Signal wires by layer:
Drawn at 1.5 px/µm.
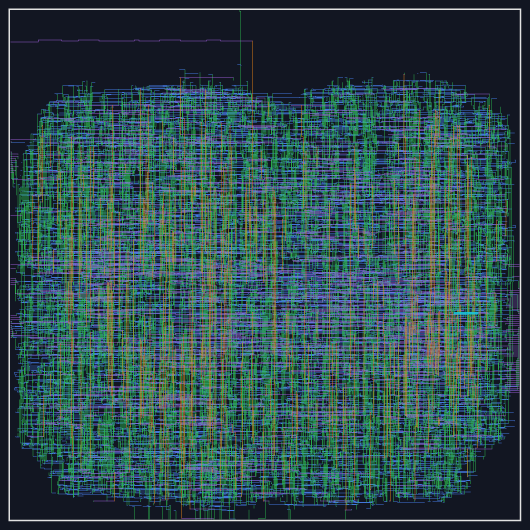
Supply network:
Drawn at 1 px/µm. Pins as bars on the die edge.
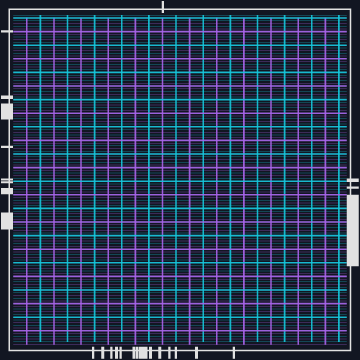
Clock network drawn from the DEF:
Drawn at 1 px/µm.
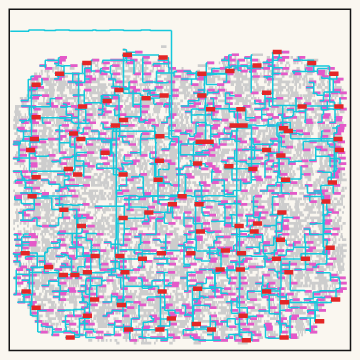
Clock nets:
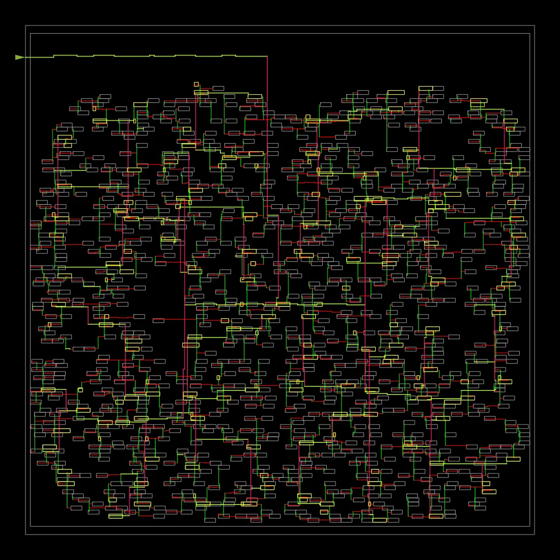
==> config.mk <==
export PLATFORM = sky130hd
export DESIGN_NAME = banco_registros
export DESIGN_NICKNAME = d
export VERILOG_FILES = /design/src/rtl/banco_registros_pkg.sv /design/src/rtl/banco_registros_read_port.sv /design/src/rtl/banco_registros.sv
export SDC_FILE = /design/constraint.sdc
export NUM_CORES = 2
export LEC_CHECK = 0
export CAP_MARGIN = 10
export CORE_MARGIN = 3
export CORE_UTILIZATION = 47
export DETAILED_ROUTE_END_ITERATION = 8
export PLACE_DENSITY = 0.64
export SLEW_MARGIN = 20
export SYNTH_ARGS = -nofsm -noshare
export SYNTH_HDL_FRONTEND = slang
export SYNTH_SLANG_ARGS = --single-unit
==> constraint.sdc <==
create_clock -name CLK -period 4.7 [get_ports CLK]
set_input_delay 1.41 -clock CLK [delete_from_list [all_inputs] [get_ports CLK]]
set_output_delay 1.41 -clock CLK [all_outputs]
set_load 0.01 [all_outputs]
==> impl_metrics.json <==
{
  "layout_setup_ws_ns": -0.0928,
  "p_sw_uw": 5180,
  "critical_path.slowest_cell": "a211oi_4",
  "yosys_warnings": 0,
  "antenna_found_initial": 7,
  "place_area_um2": 57700,
  "fillerInstances": 9440,
  "final_cell_mix": "nand2_1, a21oi_1, dfxtp_1",
  "h-tree-depth": 3,
  "cp.depth": 10,
  "violations": "setup timing",
  "stdcell_area_um2": 63900,
  "crit_chain": "buf_16, buf_16, buf_4, nor2b_4, buf_12, buf_16, a221oi_2, o21ai_2, a211oi_4, buf_2",
  "slowest_delay_ns": 0.49,
  "grt_pass1_wl_um": 309000,
  "n_tap_cell": 1476,
  "avgSynthCellArea_um2": 8.62,
  "setup_viol": 12,
  "switching_share": 0.258,
  "vias": 49420,
  "outcome": "finished with violations",
  "critPathTopFamily": "buffers and inverters",
  "grt_pass1_vias": 47695,
  "final_cell_count_no_fill": 7836,
  "clkTransAtPathRegs_ns": 0.06,
  "antenna_cells": 4,
  "critPathRequiredTime_ns": 3.29,
  "drt-pass1-iter-count": 6,
  "dominant_cells": "logic gates",
  "slew_headroom": 0.259,
  "clockRootBuffer": "clkbuf_16",
  "fp.dieArea_um2": 116000,
  "viasPerCell": 6.31,
  "yosys_register_bits": 1024,
  "grt_usage": 0.352,
  "drive_gt1_frac": 0.229,
  "rrSetupSlack_ns": 3.96,
  "seq_share": 0.321,
  "comb-cell-share": 0.478,
  "syn_inst": 6080,
  "p_comb_uw": 2320,
  "rows": 121
}
## Picture notes: 'signal wires by layer'
| layer | colour | wire length |
|---|---|---|
| metal 1 | blue | 79.1 mm |
| metal 2 | green | 92.0 mm |
| metal 5 | cyan | 14.7 µm |
| metal 4 | orange | 14400 µm |
| metal 3 | purple | 25.5 mm |
per-cell routed wire length: 26.9 µm
Post-Route WL: 211000 µm

## Picture notes: 'supply network'
| net | colour |
|---|---|
| VSS | purple |
| VDD | cyan |
met4 straps: 24
rows: 121
met5 straps: 24
met1 rails: 122
signal pins: 114
Die H: 340 µm
Core Area: 110000 µm²

## Picture notes: 'clock network drawn from the DEF'
[clock drivers] red | count: 106
[clock wires] cyan | length: 13100 µm
[flip-flops] magenta | count: 1024
routed clock nets: 107
flops lie: all over the die
Latency at later pin: 0.69 ns
Setup Skew: 0 ns
clk pwr: 8970 µW

## Picture notes: 'clock nets'
FFs & Latches: 1024
CLK BUF: 152
CTS sink cnt: 1024
Num CTS Buffers: 106

==> worst register-to-register path: stages (launching register included) <==
cell,delay (ns)
dfxtp_1,0.37
nand2_1,0.09
a21oi_1,0.21
==> metrics by stage <==
step           TNS, ns  hold WS (ns)  worst slack, ns  total power [µW]   util
2_1_floorplan        0         0.443            0.442             10000      -
3_3_place_gp    -29.33         0.449           -0.828             11000  0.526
3_5_place_dp    -29.69         0.456           -0.807             11000  0.526
4_1_cts         -0.551         0.465          -0.0705             20000  0.578
5_1_grt         -0.855         0.482           -0.112             20500  0.582
6_report        -0.458         0.466          -0.0928             20100  0.582
==> what timing repair did <==
| item | 4_1_cts | 5_1_grt |
|---|---|---|
| pin swaps | 33 | 25 |
| hold endpoints to repair | 0 | 0 |
| gates cloned | 16 | 1 |
| endpoints found under the setup margin | 64 | 56 |
| buffers inserted | 56 | 12 |
| resized | 428 | 89 |
==> cells in the mapped netlist (all sizes together), types with 34 or more instances <==
library cell	n
nor2b	36
o221ai	63
clkbuf	431
a21oi	1043
nand2	2033
and2	52
a2bb2oi	51
or2	34
mux2i	413
mux4	321
dfxtp	1024
buf	192
a211oi	178
nor2	35
o22ai	63
==> kinds of logic after synthesis <==
logic type             after synthesis  share of synthesized area
DFF                               1024                      0.391
buffers and inverters              626                     0.0570
and+or+nand+nor                   2226                      0.168
AOI/OAI and AO/OA                 1437                      0.160
muxes                              767                      0.224
==> metal layers <==
layer	up-vias	wire [µm]	GRT usage	part of all wire
met2	3205	92000	0.530	0.44
met4	2	14400	0.225	0.068
li1	21574	-	-	-
met3	682	25500	0.0872	0.12
met1	23957	79100	0.452	0.37
met5	-	14	0	0.000066
Power and IR drop assume default switching activity.
